Fig. 1: run 1, cells coloured by class
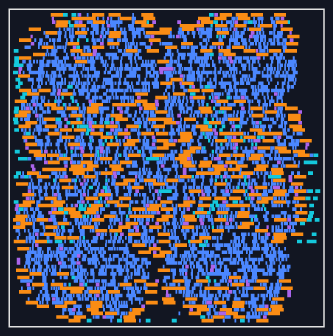
Fig. 2: run 1, clock network drawn from the DEF
Scale bar: 50 µm.
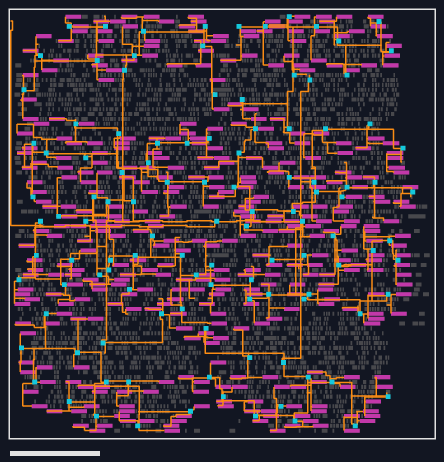
Fig. 3: run 1, clock nets
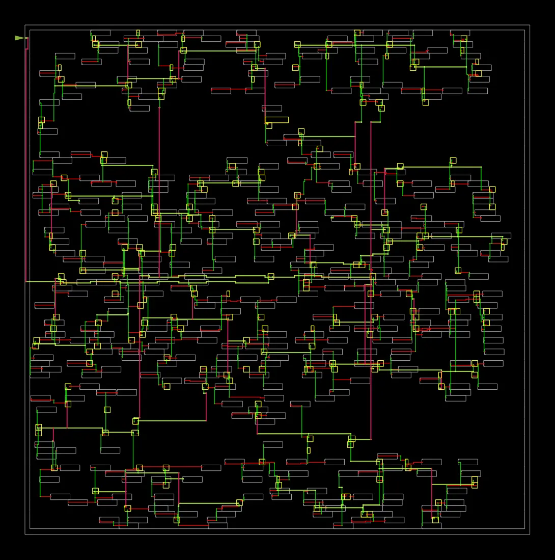
==> config.mk <==
export PLATFORM = sky130hd
export DESIGN_NAME = prog_clock_divider
export DESIGN_NICKNAME = d
export VERILOG_FILES = /design/src/rtl/piano_timing_pkg.sv /design/src/rtl/prog_clock_divider_div_channel.sv /design/src/rtl/prog_clock_divider.sv
export SDC_FILE = /design/constraint.sdc
export NUM_CORES = 1
export LEC_CHECK = 0
export ABC_AREA = 1
export ABC_CLOCK_PERIOD_IN_PS = 3800
export CORE_AREA = 2 2 235 237
export CTS_BUF_LIST = sky130_fd_sc_hd__clkbuf_4
export DETAILED_ROUTE_END_ITERATION = 10
export DIE_AREA = 0 0 237 239
export GPL_TIMING_DRIVEN = 0
export PLACE_DENSITY_LB_ADDON = 0.2
export SLEW_MARGIN = 0
export SYNTH_ARGS = -nofsm -noshare
export SYNTH_HDL_FRONTEND = slang
export SYNTH_HIERARCHICAL = 1
export SYNTH_SLANG_ARGS = --single-unit
==> constraint.sdc <==
create_clock -name clk -period 3.8 [get_ports clk]
set_input_delay 1.14 -clock clk [delete_from_list [all_inputs] [get_ports clk]]
set_output_delay 1.14 -clock clk [all_outputs]
set_load 0.01 [all_outputs]
==> results.ini, run 1 <==
[clocking]
post_cts_buffers = 0
cts_buffer_depth = 3
clk_pin_slew_ps = 60
cts_tree = yes
cts_hold_buf = 0

[run_status]
outcome = completed

[routing]
via_count = 26080
drtIter0Drc = 2049
routed_wl_mm = 80.20
avgViaCountPerCell = 5.191
drtPass1Iterations = 7

[critical_path]
worst_ep_required_time_ps = 4550
path_delay_family = buffers and inverters
cp_num_buf_inv = 3
ff2ff_setup_slack_ps = 940
startpoint_type = input pin
worst-r2r-cell-count = 13
crit_slowest_cell = clkdlybuf4s50_1
cp_num_cells = 12

[floorplan]
chipWidth_um = 237
die_height_um = 239
dieArea_um2 = 56640
core_area_um2 = 54340

[global_route]
grt.overflow.total = 0
grt_max_degree = 63
antenna_found_initial = 2

[yosys]
ys_ff = 396
synth_area_um2 = 26780
synth.avg_cell_area_um2 = 6.610
synthArstFlopShare_pct = 100.0
edf_count = 0
postSynthSeqShare_pct = 37.22
synth.distinct_cells = 39

[sta]
max_freq_ghz = 0.3018
slew_headroom_pct = 31.25
finalMaxSlewViolations = 0
layout_min_cycle_time_ps = 3314
post-route-period-util_pct = 87.21
setup_viol = 0

[cells_and_area]
register_area_um2 = 9970
layout-drive-gt1-share_pct = 8.569
area.combinational_um2 = 14110
final_nets = 4274
nFillCells = 5510

[power_and_ir_drop]
p_total_mw = 12.93
vdd_ir_drop_max_uv = 237.1
p_per_area_nw_per_um2 = 433.7

[worst_hold_path]
whs_path_depth = 1

[placed_design]
portBuffers = 53

[run]
drv_cap = 0

About Fig. 1:
remaining logic cells: marked blue, cells 3512, share of their area 56%. remaining buffers and delay cells: marked cyan, cells 201, share of their area 4.7%. clock drivers and dummy loads: marked purple, cells 209, share of their area 5.1%. registers: marked orange, cells 396, share of their area 34%.
Final Cell Area: 29800 µm²
row cnt: 86
flop share of the area: 33.45%

About Fig. 2:
clock wires: marked orange, length 6370 µm. clock-net drivers: marked cyan, count 113. flip-flops: marked magenta, count 396.
There are 114 routed clock nets. Position of the flops: widely spread.
Clk power: 4.08 mW
Late-Pin Clk Latency: 890 ps
Clk pwr share: 31.6%
Worst Skew: 61.09 ps

About Fig. 3:
clock buffers: 174
Num CTS Buffers: 113
Sink Count: 396
registers: 396

## run 1: layout by cell type, fill, tap and decap left out, types with 12 or more instances in the layout
cell type / n
a21oi_1: 32
and2_1: 12
buf_4: 18
buf_6: 14
clkbuf_1: 96
clkbuf_4: 174
clkdlybuf4s50_1: 53
clkinv_1: 33
dfrtp_1: 348
dfstp_2: 48
inv_1: 510
nand2_1: 1244
nand2_2: 26
nand3_1: 258
nand3b_1: 16
nand4_1: 68
nor2_1: 546
nor2_2: 26
nor2_4: 14
nor3_1: 40
nor4_1: 32
o21ai_0: 382
o21bai_1: 20
xnor2_1: 76
xor2_1: 152
## run 1: cell type report
cell class	count	share of cell area, %
plain buffers	144	2.426
diodes	2	0.01679
inverters	528	6.692
clock inverters	35	0.6003
clock buffers	174	4.383
repair buffers	57	2.149
well taps	704	2.955
flip-flops and latches	396	33.45
multi-input cells	2984	47.33
## run 1: synth_stat cells, types with 40 or more instances
cell / instances / area, µm²
nor3_1: 40 / 200.2
dfstp_2: 48 / 1261
xor2_1: 152 / 1331
o21ai_0: 382 / 1912
nand3_1: 258 / 1291
dfrtp_1: 348 / 8708
nand4_1: 68 / 425.4
inv_1: 514 / 1929
xnor2_1: 76 / 665.6
clkbuf_1: 96 / 360.4
nand2_1: 1244 / 4669
nor2_1: 546 / 2049
## run 1: logic make-up (layout without fill, tap and decap cells)
group / count (synthesis) / after routing / synth area share, %
buf+inv: 672 / 938 / 10.11
fa+ha+maj: 8 / 8 / 0.3737
other cells: 0 / 2 / 0
compound gates: 446 / 446 / 8.596
xor+xnor: 228 / 228 / 7.456
mux: 4 / 4 / 0.1588
flops: 396 / 396 / 37.22
simple gates: 2298 / 2298 / 36.08
## run 1: where the power goes
group / internal (mW) / total, mW / switching [mW] / leakage [nW]
Clock: 2.15 / 4.08 / 1.93 / 0.881
Combinational: 1.25 / 3.29 / 2.04 / 8.47
Sequential: 4.85 / 5.55 / 0.702 / 4.98
## run 1: metrics by stage
stage / hold slack (ps) / setup WS (ps) / utilization, % / setup TNS (ps) / std cells
2_1_floorplan: 468.4 / 89.43 / - / 0 / 4052
3_5_place_dp: 496.9 / -279.4 / 52.11 / -25620 / 4813
5_1_grt: 526.0 / 324.2 / 54.84 / 0 / 5023
6_report: 508.2 / 486.2 / 54.85 / 0 / 5024
4_1_cts: 507.9 / 678.8 / 54.84 / 0 / 5022
3_3_place_gp: 491.4 / -1842 / 51.89 / -696120 / 4809
## run 1: metal layers
metal / track usage, % / share of wire [%]
met1: 39.25 / 45
met2: 45.41 / 44
met3: 5.843 / 7.9
met4: 9.858 / 2.6
met5: 0 / 0
==> run 1 -> run 2 <==
Settings changed: MAX_ROUTING_LAYER set to met4.
Fig. 4: run 2, clock nets
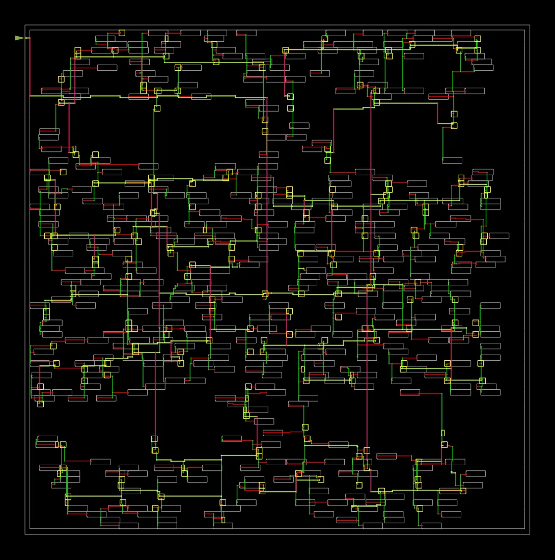
clock buffers: 182
Clk power: 4.05 mW
Worst Skew: 77.97 ps

Fig. 5: run 2, cells coloured by class
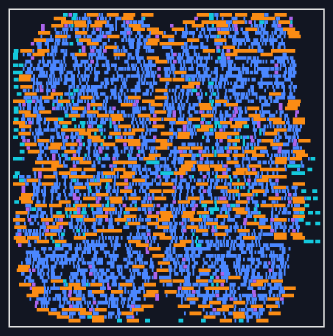
remaining buffers and delay cells: marked cyan, cells 201, share of their area 4.7%. registers: marked orange, cells 396, share of their area 35%. clock drivers and dummy loads: marked purple, cells 200, share of their area 5.0%. remaining logic cells: marked blue, cells 3512, share of their area 56%.
final core occ: 54.78%
area of the core: 54340 µm²

Fig. 6: run 2, wiring heat map
The die is cut into 24 by 24 equal tiles; dark blue is low, red is high, scaled to the fullest tile. Values are wire area over tile area, all layers added.
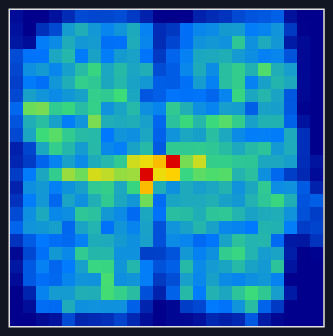
4.9% of the tiles are over half the peak. The mean over all tiles is 0.23. 8.5% of the tiles are nearly empty. The fullest tile reaches 0.82. The densest ninth of the die: centre.
post-DR wirelength/cell: 16.10 µm
DR vias: 26160

==> results.ini, run 2 <==
[yosys]
simple_gate_area_share_pct = 36.08  ; unchanged
ys_sh_xor_pct = 7.456  ; unchanged
synthArstFlopShare_pct = 100.0  ; unchanged
top_cells_by_count = 1244 x nand2_1, 546 x nor2_1, 514 x inv_1, 382 x o21ai_0, 348 x dfrtp_1
synthTopLogicFamily = simple AND/OR/NAND/NOR gates
fa_ha_area_share_pct = 0.3737  ; unchanged
synth.distinct_cells = 39  ; unchanged
synth_area_um2 = 26780  ; unchanged
ys_ff = 396  ; unchanged
compound_area_share_pct = 8.596  ; unchanged

[clocking]
numCtsBuffers = 111  ; -1.8%
clk_pin_slew_ps = 60  ; about the same

[run_status]
outcome = completed

[sta]
layout_min_cycle_time_ps = 3296  ; -17.88 ps
setup_viol = 0  ; unchanged
timing.hold.ws_ps = 506.6  ; -1.613 ps

[worst_hold_path]
whs_path_depth = 1  ; unchanged

[power_and_ir_drop]
p_total_mw = 12.89  ; -0.26%
p_per_area_nw_per_um2 = 433.1  ; -0.13%

[cells_and_area]
most-common-layout-cells = 1244 x nand2_1, 546 x nor2_1, 510 x inv_1
nFillCells = 5478  ; -0.58%
layout-drive-gt1-share_pct = 8.726  ; +0.16 points
final_nets = 4272  ; -0.047%

[routing]
routed_wl_mm = 80.74  ; +0.68%

[run]
drv_cap = 0  ; unchanged

[global_route]
grt.overflow.total = 0  ; unchanged

[floorplan]
fp-row-count = 86  ; unchanged
die_height_um = 239  ; unchanged

[placed_design]
portBuffers = 53  ; unchanged
pre_cts_slack_ps = -278.6  ; +0.8180 ps

[run 2: cell counts after synthesis]
No cell type changed its count.
[run 2: area by class of cell]
class | instances | area [µm²] | area share (%)
plain buffers | 144 | 723.2 | 2.429
clock buffers | 182 | 1366 | 4.590
well taps | 704 | 880.8 | 2.959
clock inverters | 18 | 83.83 | 0.2816
flip-flops and latches | 396 | 9970 | 33.49
inverters | 528 | 1994 | 6.700
diodes | 1 | 2.502 | 0.008407
multi-input cells | 2984 | 14110 | 47.39
repair buffers | 57 | 640.6 | 2.152
[run 2: layer usage]
| layer | routed length, µm | vias up | GRT usage, % |
|---|---|---|---|
| li1 | - | 13060 | - |
| met1 | 36470 | 12100 | 39.58 |
| met2 | 36080 | 842 | 45.61 |
| met3 | 6236 | 169 | 5.554 |
| met4 | 1961 | 0 | 10.01 |
| met5 | 0 | - | - |
[run 2: metrics by stage]
stage | utilization (%) | area [µm²] | std cells
after CTS | 54.78 | 29760 | 5013
after detailed placement | 52.11 | 28310 | 4813
after floorplan | - | 26780 | 4052
after global routing | 54.78 | 29770 | 5014
final | 54.78 | 29770 | 5014
after global placement | 51.89 | 28190 | 4809
[run 2: kinds of logic after synthesis]
family | Yosys count
compound gates | 446
xor+xnor | 228
fa+ha+maj | 8
buf+inv | 672
flops | 396
mux | 4
simple gates | 2298
[run 2: report_power, final]
part	internal, mW	leakage [nW]	switching [mW]
logic	1.25	8.47	2.04
clock network	2.14	0.864	1.91
registers	4.85	4.98	0.703
Power and IR drop assume default switching activity.
